## src/rtl/captura_display.sv

```systemverilog
// Display loopback monitor: watches a multiplexed 4-digit 7-segment scan and
// rebuilds the BCD digits and binary value of each complete uni..milla frame.
module captura_display #(
    parameter int unsigned SETTLE = 1
) (
    input  logic        clk,
    input  logic        reset,
    input  logic        uni,
    input  logic        dece,
    input  logic        cente,
    input  logic        milla,
    input  logic [6:0]  seg,
    output logic [3:0]  dig_uni,
    output logic [3:0]  dig_dece,
    output logic [3:0]  dig_cente,
    output logic [3:0]  dig_milla,
    output logic [13:0] valor,
    output logic        frame_valid,
    output logic        err_anodo,
    output logic        err_seg,
    output logic        err_orden
);

    typedef enum logic [1:0] {ESPERA, ESP_D, ESP_C, ESP_M} estado_t;
    typedef enum logic [2:0] {P_NONE, P_UNI, P_DECE, P_CENTE, P_MILLA} pos_t;

    localparam logic [7:0] SETTLE_C = 8'(SETTLE);

    estado_t     estado;
    pos_t        ultima;
    logic [10:0] prev_q;
    logic [7:0]  cnt_q;
    logic [7:0]  cnt_d;
    logic [3:0]  sh_uni, sh_dece, sh_cente;

    logic [3:0]  en, activos;
    logic        blank, same, sample, multi, dec_ok;
    logic [3:0]  bcd;
    pos_t        pos, esperada;

    assign en      = {milla, cente, dece, uni};
    assign activos = ~en;
    assign blank   = &en;
    assign same    = ({en, seg} == prev_q);
    assign multi   = (activos & (activos - 4'd1)) != 4'd0;

    always_comb begin
        if (blank) begin
            cnt_d = 8'd0;
        end else if (same) begin
            cnt_d = (cnt_q == 8'hFF) ? 8'hFF : cnt_q + 8'd1;
        end else begin
            cnt_d = 8'd1;
        end
    end

    // A saturated counter sitting at SETTLE must not resample the same window.
    assign sample = !blank && (cnt_d == SETTLE_C) && !(same && (cnt_q == SETTLE_C));

    always_comb begin
        dec_ok = 1'b1;
        bcd    = 4'd0;
        case (seg)
            7'h40: bcd = 4'd0;
            7'h79: bcd = 4'd1;
            7'h24: bcd = 4'd2;
            7'h30: bcd = 4'd3;
            7'h19: bcd = 4'd4;
            7'h12: bcd = 4'd5;
            7'h02: bcd = 4'd6;
            7'h78: bcd = 4'd7;
            7'h00: bcd = 4'd8;
            7'h10: bcd = 4'd9;
            default: dec_ok = 1'b0;
        endcase
    end

    always_comb begin
        case (activos)
            4'b0001: pos = P_UNI;
            4'b0010: pos = P_DECE;
            4'b0100: pos = P_CENTE;
            4'b1000: pos = P_MILLA;
            default: pos = P_NONE;
        endcase
    end

    always_comb begin
        case (estado)
            ESP_D:   esperada = P_DECE;
            ESP_C:   esperada = P_CENTE;
            ESP_M:   esperada = P_MILLA;
            default: esperada = P_NONE;
        endcase
    end

    always_ff @(posedge clk) begin
        if (reset) begin
            estado      <= ESPERA;
            ultima      <= P_NONE;
            prev_q      <= '1;
            cnt_q       <= 8'd0;
            sh_uni      <= 4'd0;
            sh_dece     <= 4'd0;
            sh_cente    <= 4'd0;
            dig_uni     <= 4'd0;
            dig_dece    <= 4'd0;
            dig_cente   <= 4'd0;
            dig_milla   <= 4'd0;
            valor       <= 14'd0;
            frame_valid <= 1'b0;
            err_anodo   <= 1'b0;
            err_seg     <= 1'b0;
            err_orden   <= 1'b0;
        end else begin
            prev_q      <= {en, seg};
            cnt_q       <= cnt_d;
            frame_valid <= 1'b0;
            err_anodo   <= 1'b0;
            err_seg     <= 1'b0;
            err_orden   <= 1'b0;
            if (sample) begin
                if (multi) begin
                    err_anodo <= 1'b1;
                    estado    <= ESPERA;
                    ultima    <= P_NONE;
                end else if (!dec_ok) begin
                    err_seg <= 1'b1;
                    estado  <= ESPERA;
                    ultima  <= P_NONE;
                end else if (pos == P_UNI) begin
                    sh_uni <= bcd;
                    estado <= ESP_D;
                    ultima <= P_UNI;
                end else if (pos == ultima) begin
                    if (pos == P_DECE) sh_dece <= bcd;
                    if (pos == P_CENTE) sh_cente <= bcd;
                end else if (pos == esperada) begin
                    ultima <= pos;
                    case (pos)
                        P_DECE: begin
                            sh_dece <= bcd;
                            estado  <= ESP_C;
                        end
                        P_CENTE: begin
                            sh_cente <= bcd;
                            estado   <= ESP_M;
                        end
                        default: begin
                            dig_uni     <= sh_uni;
                            dig_dece    <= sh_dece;
                            dig_cente   <= sh_cente;
                            dig_milla   <= bcd;
                            valor       <= 14'(bcd) * 14'd1000 + 14'(sh_cente) * 14'd100
                                         + 14'(sh_dece) * 14'd10 + 14'(sh_uni);
                            frame_valid <= 1'b1;
                            estado      <= ESPERA;
                            ultima      <= P_NONE;
                        end
                    endcase
                end else begin
                    err_orden <= 1'b1;
                    estado    <= ESPERA;
                    ultima    <= P_NONE;
                end
            end
        end
    end

endmodule

```

## config.mk

```make
export PLATFORM = sky130hd
export DESIGN_NAME = captura_display
export DESIGN_NICKNAME = d
export VERILOG_FILES = /design/src/rtl/captura_display.sv
export SDC_FILE = /design/constraint.sdc
export NUM_CORES = 1
export LEC_CHECK = 0
export ABC_AREA = 1
export CORE_UTILIZATION = 55
export CTS_CLUSTER_SIZE = 12
export DETAILED_ROUTE_END_ITERATION = 12
export PLACE_DENSITY = 0.8
export SKIP_CTS_REPAIR_TIMING = 1
export SLEW_MARGIN = 20
export SYNTH_ARGS = -nofsm -noshare
export SYNTH_HDL_FRONTEND = slang
export SYNTH_SLANG_ARGS = --single-unit
```

## constraint.sdc

```tcl
create_clock -name clk -period 6.9 [get_ports clk]
set_input_delay 1.38 -clock clk [delete_from_list [all_inputs] [get_ports clk]]
set_output_delay 1.38 -clock clk [all_outputs]
set_load 0.01 [all_outputs]
```

Sequential cells coloured by netlist name:
Scale bar: 20 µm. Other sequential cells in the stronger grey, the rest of the logic in the fainter grey.
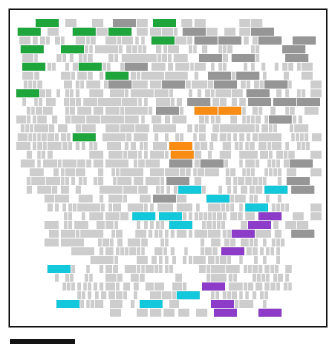
legend:
  orange:
    signal: sh_dece
    flops: 4
  purple:
    signal: cnt_q
    flops: 8
    where: bottom right
  cyan:
    signal: prev_q
    flops: 11
  green:
    signal: valor
    flops: 13
Sequential Power: 0.000407 W
Layout Utilization: 66.5%
sequential cell area share: 23.6%
Reg area: 0.00138 mm²

Clock network drawn from the DEF:
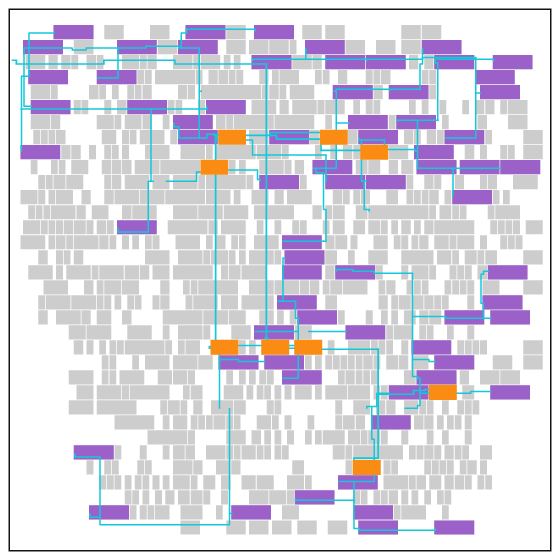
legend:
  cyan:
    item: clock wires
    length: 999 µm
  purple:
    item: flip-flops
    count: 69
  orange:
    item: cells driving clock nets
    count: 9
routed clock nets: 10
flops lie: widely spread

Cell classes on the final placement:
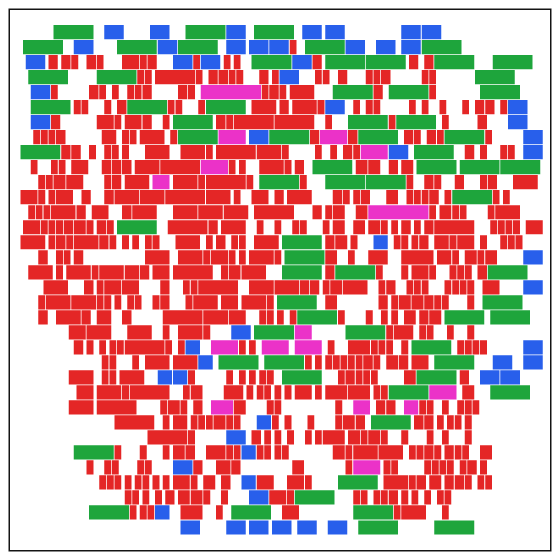
legend:
  green:
    class: flip-flops
    cells: 69
    share_of_their_area: 24%
  blue:
    class: other buffers and delay cells
    cells: 55
    share_of_their_area: 9.2%
  red:
    class: all other logic
    cells: 615
    share_of_their_area: 63%
  magenta:
    class: clock drivers and dummy loads
    cells: 16
    share_of_their_area: 4.0%
row count: 34
final instance area: 0.00585 mm²

==> job_summary.md <==
### Yosys + OpenROAD results

| Metric | Value |
|---|---|
| Status | `finished, violations left` |
| Failing checks | `DRC` |
| Crit path setup slack, layout | `0.499 ns` |
| Reg2reg end | `valor[11]$_SDFFE_PP0P_` |
| Seq share, synth | `27.3%` |
| Hold WS | `0.473 ns` |
| # setup viols final | `0` |
| Worst slack, placed | `0.0341 ns` |
| Largest net degree at the start of global routing | `42` |
| Yosys warnings | `0` |
| Unique cell types | `35` |
| FP Core Util | `57.4%` |
| Reg clk slew, reported paths | `0.09 ns` |
| Worst VDD drop | `0.126 mV` |
| Area delta synth->final | `15.8%` |
| Setup Total Neg Slack | `0 ns` |
| Endpoints failing hold | `0` |
| Crit Reg-Reg Startpoint | `sh_dece[3]$_SDFFE_PP0P_` |
| Die width | `97.8 µm` |
| Die height | `97.8 µm` |
| Final non-filler cell total | `863` |
| # port buffers | `46` |
| Routed WL per cell | `13.5 µm` |
| First-pass GRT wire length | `20.5 mm` |
| Crit-path slowest cell | `fa_1` |
| Hold Startpoint | `ultima[2]$_SDFFE_PP0P_` |
| Asr flop ratio synth | `0%` |
| Post-synth regs | `69` |
| Crit end category | `flop` |
| Initial antenna violation count | `0` |
| Unrepaired setup endpoints after global routing | `no` |
| Tcrit/Tclk final | `92.8%` |
| Yosys stat area | `0.00505 mm²` |
| Hold crit path type | `reg -> reg` |
| Root Driver | `clkbuf_8` |
| WP depth | `28` |
| Cells after synthesis | `700` |
| CTS tree | `built` |
| Worst Setup SP | `seg[2]` |
| Total Routing Usage GR | `26.1%` |
| Placed cell count | `847` |
| NumNets Final | `834` |
| Via count | `4597` |
| Half-perimeter wire length after placement | `9.04 mm` |
| Int Power | `0.000650 W` |
| RD Place Congestion | `0.913` |
| Htree depth | `3` |
| Sequential Power Share | `45.4%` |
| CP max FO | `5` |
| Ant. Diodes | `0` |
| Max Clk Rate | `156 MHz` |
| CTS Buf Count | `9` |
| Drt drc | `2` |
| Ys cells | `700` |
| Dominant flop cell | `dfxtp_1` |
| Switching Share | `27.4%` |
| Crit path DAT | `6.70 ns` |
Cell sizes after repair:
Scale bar: 20 µm.
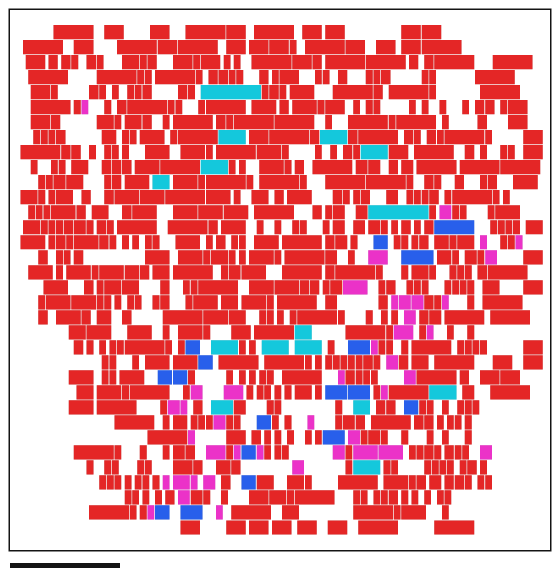
legend:
  blue:
    size: drive 3 to 4
    cells: 17
    share: 2.3%
  red:
    size: drive 1 or less
    cells: 681
    share: 90%
  cyan:
    size: drive 6 and up
    cells: 15
    share: 2.0%
  magenta:
    size: drive 2
    cells: 42
    share: 5.6%

The clock network:
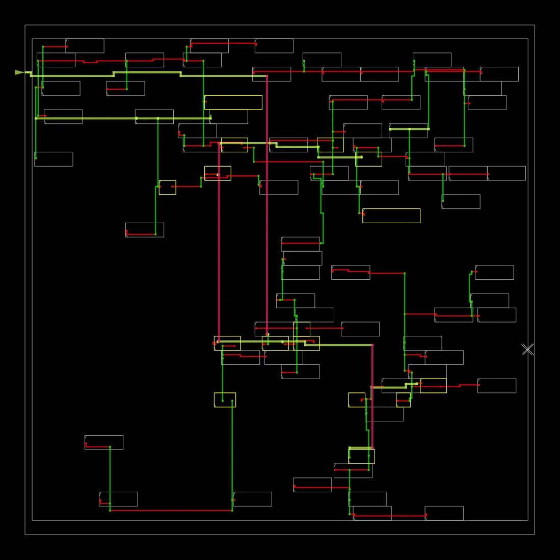
Worst Skew: 0.0224 ns
worst skew pair latency: 0.36 ns
clkbuf count: 9

-- worst min-delay path, cell delays in order (launching register included) --
cell,delay [ns]
dfxtp_1,0.32
nand3_1,0.08
inv_1,0.04
-- routing by layer --
layer / share of wire, % / GRT usage [%]
met2: 50 / 47.8
met4: 1.9 / 8.97
met5: 0 / 0
met3: 3.2 / 3.87
met1: 45 / 31.1
-- cells by family after synthesis --
kind of cell | Yosys count | share of synthesized area, %
and+or+nand+nor | 340 | 30.1
buffers and inverters | 117 | 9.39
AOI/OAI and AO/OA | 75 | 8.20
adders and majority gates | 71 | 20.1
DFF | 69 | 27.3
xor gates and xnor gates | 28 | 4.85
-- per-stage QoR --
step	instance area, µm²	power, W
after CTS	5850	0.000904
after global routing	5850	0.000934
after global placement	5620	0.000512
final	5850	0.000896
after floorplan	5050	0.000483
after detailed placement	5620	0.000515
-- cells in the mapped netlist (2+ instances only) --
master / number
nand3_2: 3
nor2_1: 98
ha_1: 54
nand2_1: 152
a21oi_1: 36
buf_6: 3
o31ai_1: 2
xor2_1: 14
dfxtp_1: 69
nand3_1: 25
nor2_2: 6
buf_4: 2
inv_2: 17
nand3b_1: 4
o21ai_1: 11
inv_1: 84
nand2_2: 8
nor2_4: 5
o211ai_2: 2
nor3_1: 11
buf_2: 4
o21ai_0: 20
clkbuf_1: 7
fa_1: 17
xnor2_1: 14
nand4_1: 23
-- cell usage in the layout, fill, tap and decap left out, types with 2 or more instances in the layout --
cell / Yosys / routed
inv_1: 84 / 83
nand4_1: 23 / 23
nand3_1: 25 / 25
ha_1: 54 / 54
o31ai_1: 2 / 2
clkdlybuf4s50_1: 0 / 46
nand3b_1: 4 / 4
inv_2: 17 / 18
fa_1: 17 / 17
xnor2_1: 14 / 14
dfxtp_1: 69 / 69
nor2_1: 98 / 97
buf_4: 2 / 9
nand3_2: 3 / 3
a21oi_1: 36 / 36
nand2_1: 152 / 152
o21ai_0: 20 / 20
inv_6: 0 / 3
nor2_4: 5 / 5
clkbuf_8: 0 / 9
nor3_1: 11 / 11
o21ai_1: 11 / 11
nor2_2: 6 / 7
xor2_1: 14 / 14
o211ai_2: 2 / 2
nand2_2: 8 / 8
bufinv_16: 0 / 2
-- flip-flops by register name, summed over array words and instances, names as in the netlist, 2 cells and up --
| signal | count |
|---|---|
| valor | 13 |
| dig_milla | 4 |
| sh_cente | 4 |
| estado | 2 |
| cnt_q | 8 |
| dig_uni | 4 |
| sh_uni | 4 |
| dig_dece | 4 |
| sh_dece | 4 |
| ultima | 3 |
| prev_q | 11 |
| dig_cente | 4 |
-- area by class of cell --
type / instances / area, µm²
Clock buffer: 9 / 124
Timing Repair Buffer: 55 / 528
Multi-Input combinational cell: 514 / 3200
Tap cell: 108 / 135
Inverter: 101 / 379
Fill cell: 731 / 2950
Clock inverter: 7 / 105
Sequential cell: 69 / 1380
-- power groups by stage --
stage / clock [W] / combinational, W / sequential [W]
finish: 0.000389 / 0.0000997 / 0.000407
global route: 0.000414 / 0.000113 / 0.000407
CTS: 0.000397 / 0.0000997 / 0.000407
detailed placement: 0 / 0.0000992 / 0.000416
global placement: 0 / 0.0000966 / 0.000416
floorplan: 0 / 0.0000670 / 0.000416
Power figures rest on the tool's default switching activity, not on a simulated workload.
